File: config.mk
export PLATFORM = sky130hd
export DESIGN_NAME = multicycle_control_unit
export DESIGN_NICKNAME = d
export VERILOG_FILES = /design/src/rtl/multicycle_control_unit.sv
export SDC_FILE = /design/constraint.sdc
export NUM_CORES = 1
export LEC_CHECK = 0
export CAP_MARGIN = 20
export CORE_UTILIZATION = 45
export DETAILED_ROUTE_END_ITERATION = 6
export DONT_BUFFER_PORTS = 1
export PLACE_DENSITY = 0.66
export SETUP_SLACK_MARGIN = 0.15
export SYNTH_ARGS = -nofsm -noshare
export SYNTH_HDL_FRONTEND = slang
export SYNTH_SLANG_ARGS = --single-unit
File: constraint.sdc
create_clock -name clock -period 3.7 [get_ports clock]
set_input_delay 0.555 -clock clock [delete_from_list [all_inputs] [get_ports clock]]
set_output_delay 0.555 -clock clock [all_outputs]
set_load 0.005 [all_outputs]
File: src/rtl/multicycle_control_unit.sv
// multicycle_control_unit: LEGv8 multi-cycle sequencer (FETCH, EX0, EX1, HALT).
// Decodes the externally held instruction register into a packed 31-bit control
// word plus a K_BITS-wide constant each cycle. Only the state register is
// clocked; controlWord, K and illegal are combinational from state and
// instruction.
// Optional build macro MCU_ILLEGAL_TRAP_EN: illegal opcodes trap into HALT
// instead of being skipped as a NOP.
`timescale 1ns/1ps
module multicycle_control_unit #(
    parameter int unsigned K_BITS   = 64,
    parameter int unsigned LINK_REG = 30
) (
    input  logic              clock,
    input  logic              reset,
    input  logic [31:0]       instruction,
    input  logic [3:0]        status,
    output logic [30:0]       controlWord,
    output logic [K_BITS-1:0] K,
    output logic [1:0]        state,
    output logic              illegal
);

    localparam int unsigned REG_W = 5;
    localparam int unsigned FS_W  = 5;

    localparam logic [FS_W-1:0] FS_AND    = FS_W'(0);
    localparam logic [FS_W-1:0] FS_ORR    = FS_W'(1);
    localparam logic [FS_W-1:0] FS_ADD    = FS_W'(2);
    localparam logic [FS_W-1:0] FS_SUB    = FS_W'(3);
    localparam logic [FS_W-1:0] FS_PASS_B = FS_W'(4);

    localparam logic [1:0] WB_ALU = 2'd0;
    localparam logic [1:0] WB_MEM = 2'd1;
    localparam logic [1:0] WB_PC4 = 2'd2;

    typedef enum logic [1:0] {
        ST_FETCH = 2'd0,
        ST_EX0   = 2'd1,
        ST_EX1   = 2'd2,
        ST_HALT  = 2'd3
    } state_t;

    // Field order matches the controlWord bit layout, MSB first.
    typedef struct packed {
        logic             mem_read;     // [30]
        logic             status_load;  // [29]
        logic             ir_load;      // [28]
        logic             pc_sel_reg;   // [27]
        logic             pc_load;      // [26]
        logic             pc_inc;       // [25]
        logic [1:0]       wb_sel;       // [24:23]
        logic             mem_write;    // [22]
        logic             rf_write;     // [21]
        logic             bsel_k;       // [20]
        logic [FS_W-1:0]  fs;           // [19:15]
        logic [REG_W-1:0] sb;           // [14:10]
        logic [REG_W-1:0] sa;           // [9:5]
        logic [REG_W-1:0] da;           // [4:0]
    } ctrl_t;

    state_t            state_q;
    state_t            state_d;
    ctrl_t             cw;
    logic [K_BITS-1:0] k_c;
    logic              illegal_c;

    logic [10:0]       opcode;
    logic              is_add, is_sub, is_and, is_orr, is_r_alu;
    logic              is_addi, is_ldur, is_stur, is_b, is_bl, is_br;
    logic              is_bcond, is_cbz, is_cbnz, is_cb, is_known;
    logic [FS_W-1:0]   fs_r;
    logic              cond_taken;
    logic              cb_taken;

    logic [K_BITS-1:0] k_addi;
    logic [K_BITS-1:0] k_dt;
    logic [K_BITS-1:0] k_br26;
    logic [K_BITS-1:0] k_br19;

    logic              flag_z, flag_n, flag_v;
    logic              unused_c;

    assign opcode   = instruction[31:21];
    assign flag_z   = status[0];
    assign flag_n   = status[1];
    assign flag_v   = status[3];
    // Carry is not consumed by any supported condition.
    assign unused_c = status[2];

    // Immediate extraction: zero-extended ALU immediate, signed offsets.
    assign k_addi = K_BITS'(instruction[21:10]);
    assign k_dt   = K_BITS'($signed(instruction[20:12]));
    assign k_br26 = K_BITS'($signed({instruction[25:0], 2'b00}));
    assign k_br19 = K_BITS'($signed({instruction[23:5], 2'b00}));

    // Opcode class decode.
    always_comb begin
        is_add   = (opcode == 11'b10001011000);
        is_sub   = (opcode == 11'b11001011000);
        is_and   = (opcode == 11'b10001010000);
        is_orr   = (opcode == 11'b10101010000);
        is_r_alu = is_add | is_sub | is_and | is_orr;
        is_addi  = (opcode[10:1] == 10'b1001000100);
        is_ldur  = (opcode == 11'b11111000010);
        is_stur  = (opcode == 11'b11111000000);
        is_b     = (opcode[10:5] == 6'b000101);
        is_bl    = (opcode[10:5] == 6'b100101);
        is_br    = (opcode == 11'b11010110000);
        is_bcond = (opcode[10:3] == 8'b01010100);
        is_cbz   = (opcode[10:3] == 8'b10110100);
        is_cbnz  = (opcode[10:3] == 8'b10110101);
        is_cb    = is_cbz | is_cbnz;
        is_known = is_r_alu | is_addi | is_ldur | is_stur | is_b | is_bl
                 | is_br | is_bcond | is_cb;

        fs_r = FS_AND;
        if (is_add)      fs_r = FS_ADD;
        else if (is_sub) fs_r = FS_SUB;
        else if (is_orr) fs_r = FS_ORR;
    end

    // Branch condition evaluation against the status flags.
    always_comb begin
        cond_taken = 1'b0;
        case (instruction[3:0])
            4'h0:    cond_taken = flag_z;
            4'h1:    cond_taken = ~flag_z;
            4'hA:    cond_taken = (flag_n == flag_v);
            4'hB:    cond_taken = (flag_n != flag_v);
            default: cond_taken = 1'b0;
        endcase
        cb_taken = is_cbz ? flag_z : ~flag_z;
    end

    // Sequencer state register.
    always_ff @(posedge clock or posedge reset) begin
        if (reset) state_q <= ST_FETCH;
        else       state_q <= state_d;
    end

    // Next-state and control word generation.
    always_comb begin
        cw        = '0;
        k_c       = '0;
        illegal_c = 1'b0;
        state_d   = state_q;

        case (state_q)
            ST_FETCH: begin
                cw.ir_load = 1'b1;
                state_d    = ST_EX0;
            end

            ST_EX0: begin
                state_d = ST_FETCH;
                if (is_known) begin
                    cw.da = instruction[4:0];
                    cw.sa = instruction[9:5];
                    cw.sb = instruction[20:16];
                end
                if (is_r_alu) begin
                    cw.rf_write = 1'b1;
                    cw.fs       = fs_r;
                    cw.pc_inc   = 1'b1;
                end else if (is_addi) begin
                    k_c         = k_addi;
                    cw.bsel_k   = 1'b1;
                    cw.fs       = FS_ADD;
                    cw.rf_write = 1'b1;
                    cw.pc_inc   = 1'b1;
                end else if (is_ldur) begin
                    k_c         = k_dt;
                    cw.bsel_k   = 1'b1;
                    cw.fs       = FS_ADD;
                    cw.mem_read = 1'b1;
                    state_d     = ST_EX1;
                end else if (is_stur) begin
                    k_c          = k_dt;
                    cw.bsel_k    = 1'b1;
                    cw.fs        = FS_ADD;
                    cw.sb        = instruction[4:0];
                    cw.mem_write = 1'b1;
                    cw.pc_inc    = 1'b1;
                end else if (is_b || is_bl) begin
                    k_c           = k_br26;
                    cw.pc_load    = 1'b1;
                    cw.pc_sel_reg = 1'b0;
                    if (is_bl) begin
                        cw.da       = REG_W'(LINK_REG);
                        cw.wb_sel   = WB_PC4;
                        cw.rf_write = 1'b1;
                    end
                end else if (is_br) begin
                    cw.pc_load    = 1'b1;
                    cw.pc_sel_reg = 1'b1;
                end else if (is_bcond) begin
                    k_c = k_br19;
                    if (cond_taken) cw.pc_load = 1'b1;
                    else            cw.pc_inc  = 1'b1;
                end else if (is_cb) begin
                    k_c            = k_br19;
                    cw.sb          = instruction[4:0];
                    cw.fs          = FS_PASS_B;
                    cw.status_load = 1'b1;
                    state_d        = ST_EX1;
                end else begin
                    illegal_c = 1'b1;
`ifdef MCU_ILLEGAL_TRAP_EN
                    state_d   = ST_HALT;
`else
                    cw.pc_inc = 1'b1;
`endif
                end
            end

            ST_EX1: begin
                state_d = ST_FETCH;
                if (is_ldur) begin
                    // Address path kept stable while memory data is written back.
                    cw.da       = instruction[4:0];
                    cw.sa       = instruction[9:5];
                    cw.sb       = instruction[20:16];
                    k_c         = k_dt;
                    cw.bsel_k   = 1'b1;
                    cw.fs       = FS_ADD;
                    cw.mem_read = 1'b1;
                    cw.wb_sel   = WB_MEM;
                    cw.rf_write = 1'b1;
                    cw.pc_inc   = 1'b1;
                end else if (is_cb) begin
                    // Z now reflects the register tested in EX0.
                    cw.da = instruction[4:0];
                    cw.sa = instruction[9:5];
                    cw.sb = instruction[4:0];
                    k_c   = k_br19;
                    if (cb_taken) cw.pc_load = 1'b1;
                    else          cw.pc_inc  = 1'b1;
                end
            end

            ST_HALT: begin
`ifdef MCU_ILLEGAL_TRAP_EN
                state_d = ST_HALT;
`else
                state_d = ST_FETCH;
`endif
            end

            default: state_d = ST_FETCH;
        endcase

        // Reset forces the FETCH pattern regardless of the held instruction.
        if (reset) begin
            cw         = '0;
            cw.ir_load = 1'b1;
            k_c        = '0;
            illegal_c  = 1'b0;
        end
    end

    assign controlWord = cw;
    assign K           = k_c;
    assign state       = state_q;
    assign illegal     = illegal_c;

endmodule

Fig. 1: signal wires by layer
The bar under the picture is 20 um long.
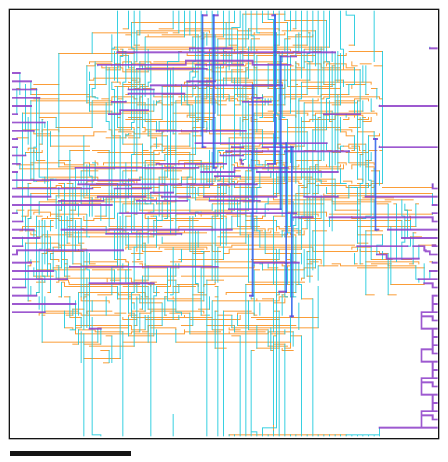
orange -> M1  # wire length 2960 um
blue -> M4  # wire length 199 um
purple -> M3  # wire length 831 um
cyan -> M2  # wire length 3240 um
detailed-route via count: 2398
Post-Route WL: 7.23 mm
WL per Instance: 22.0 um

Fig. 2: routed clock nets over the placement
The bar under the picture is 20 um long.
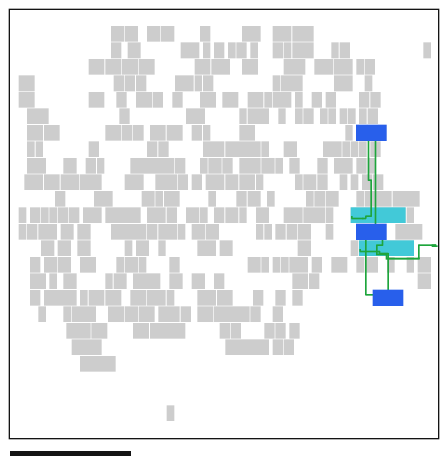
blue -> clock-net drivers  # count 3
green -> clock wires  # length 90.3 um
cyan -> flip-flops  # count 2
routed clock nets = 4
clock power share: 0.403
clk_skew: 0.00236 ns

Fig. 3: clock routing
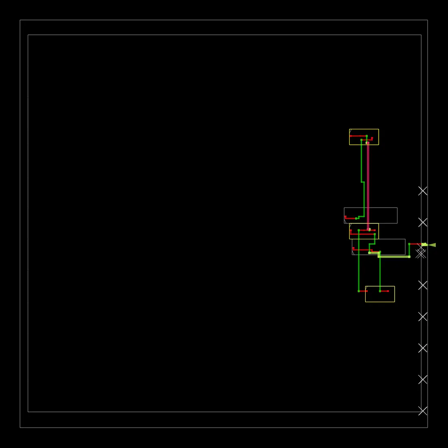
Flop Count: 2
CTS Buf Count: 3
clock latency on the worst-skew pair: 0.21 ns

Fig. 4: zoomed window
Window x 8 to 28, y 8 to 28 um. Cells in grey, sequential cells in the stronger grey; small squares are vias.
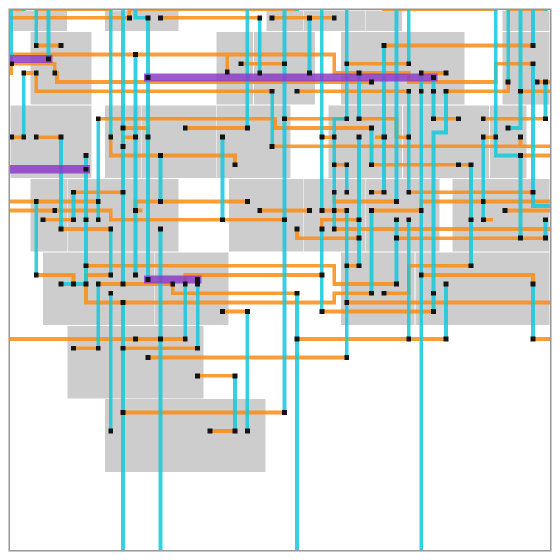
purple -> M3
orange -> M1
cyan -> M2
sequential cells in the window = 0
cells with their middle in the window = 24

==> impl_metrics.ini <==
; physical design summary
[synthesis]
yosysTopAreaCellShare = 0.142
synthDistinctLibCells = 64
synth_flops = 2
ys_area_mm2 = 0.00212
ys_sh_adder = 0.0177
aoi_share = 0.411
yosysWarnings = 0
synth_xor_xnor_area_share = 0.0124
top_cell = buf_4
postSynthSeqShare = 0.0237
ys_cells = 329
ff_type = dfrtp_1
syn_area_mm2 = 0.00212
synth.avg_cell_area_um2 = 6.43
simple_gate_share = 0.326
ys_top_logic_family = AND-OR/OR-AND gates
synthTopCellsByArea = buf_4, a21oi_1, a22o_1
synthArstFlopShare = 1.00
yosys.area.top_type = buf_4
netlist_instances = 329
synthMuxAreaShare = 0

[placed_design]
routabilityCongestion = 0.960
dp_hpwl_mm = 5.37
dp_cells = 325
io_buffers = 0

[power_and_ir_drop]
powerDensity_mw_per_mm2 = 117
p_leak_nw = 0.681

[grt]
grt.total_usage = 0.281
first_global_vias = 2160
grt_max_degree = 38
grt_antenna_before_repair = 0

[worst_setup_path]
cp.required_ns = 3.14
critPathKind = reg -> out
slowest_delay_ns = 0.56
cp-end-kind = primary output
timing.rr.start = state[1]$_DFF_PP0_
crit_path_end = controlWord[1]
reg2reg_depth = 4
r2r_end = state[1]$_DFF_PP0_
critical-path-slowest-cell = nor3_1
worstPathArrival_ns = 2.66
r2r_slack_ns = 2.48
start_kind = flip-flop
critPathLaunch = state[0]$_DFF_PP0_

[floorplanning]
row_count = 24
ios = 136
die-area_mm2 = 0.00498
initCoreUtil = 0.476
die_y_um = 70.6
die_x_um = 70.6

[clocking]
path_clk_slew_ns = 0.03
cts_setup_buffers = 0
root_buffer = clkbuf_8
post_cts_resized = 0
holdBufCountCts = 0
clockBufferDepth = 2
htree_levels = 1
cts.sinks = 2
cts_tree = built

[timing]
finalWorstSetupSlack_ns = 0.484
worst_hold_slack_ns = 0.104
rsz0062_at_grt = false
timing_hold_violations_final = 0
setup_viol = 0
report.final.slew_viol_count = 0
setup_tns_ns = 0
relSlewSlack = 0.513
fmaxAchievable_ghz = 0.311
tightest_slew_ns = 0.721

[layout]
stdcell_count = 328
antenna_cells = 0
syn_to_final_growth_pct = -11.1
final_area_mm2 = 0.00188
utilization = 0.423
nNetsFinal = 319

[drt]
via_per_inst = 7.31
postRouteAntennaNets = 0
drc_errors = 17
drt_pre_antenna_iters = 7
drt-initial-drc-count = 249

[worst_hold_path]
hp-class = in -> async

[flow_run]
drv_cap = 0
warnings = 29

[status]
status = finished, violations left
violations = design-rule violations
[power by group]
| group | internal (W) | switching (W) |
|---|---|---|
| Sequential | 0.0000234 | 0.00000136 |
| Clock | 0.0000690 | 0.0000196 |
| Combinational | 0.0000363 | 0.0000700 |
[worst max-delay path, delay by kind of cell (launching register included)]
| kind | cells | cell delay [ns] |
|---|---|---|
| AND/OR/NAND/NOR | 4 | 1.35 |
| adder cells (fa/ha/maj) | 1 | 0.32 |
| buffers and inverters | 2 | 0.24 |
| AND-OR/OR-AND | 1 | 0.16 |
| flip-flops | 1 | 0.37 |
[placed cells by master, fill, tap and decap left out, types with 2 or more instances in the layout]
cell and instances:
nor4_1 3, and3_1 5, conb_1 2, o21ai_1 4
nand2b_1 3, xnor2_1 2, nand4bb_1 2, o31ai_1 2
a22o_1 16, nand3_1 9, clkbuf_8 3, and4_1 2
o211ai_1 6, a21o_1 4, and2_0 2, o21ai_0 26
nor3b_1 4, nor2b_1 2, a21oi_4 2, nand2_1 31
nor2_1 29, and2_1 11, a21boi_0 2, a21oi_1 28
or2_2 2, a31oi_1 3, a32o_1 3, a22oi_1 11
o22ai_1 4, dfrtp_1 2, a221o_1 4, buf_4 4
inv_1 8, ha_1 3, nor3_1 3, nor2_2 2
nand4_1 2
[layout make-up]
| class | instances | area [um2] |
|---|---|---|
| Sequential cell | 2 | 50.0 |
| Multi-Input combinational cell | 257 | 1640 |
| Clock buffer | 3 | 41.3 |
| Tap cell | 52 | 65.1 |
| Fill cell | 479 | 2560 |
| Timing Repair Buffer | 5 | 50.0 |
| Inverter | 9 | 33.8 |
[layer usage]
metal,GRT usage,wire (um)
met5,0,0
met4,0.104,198
met3,0.0399,830
met2,0.437,3240
met1,0.396,2960
No activity file was given, so power comes from the tool's default toggle rates.
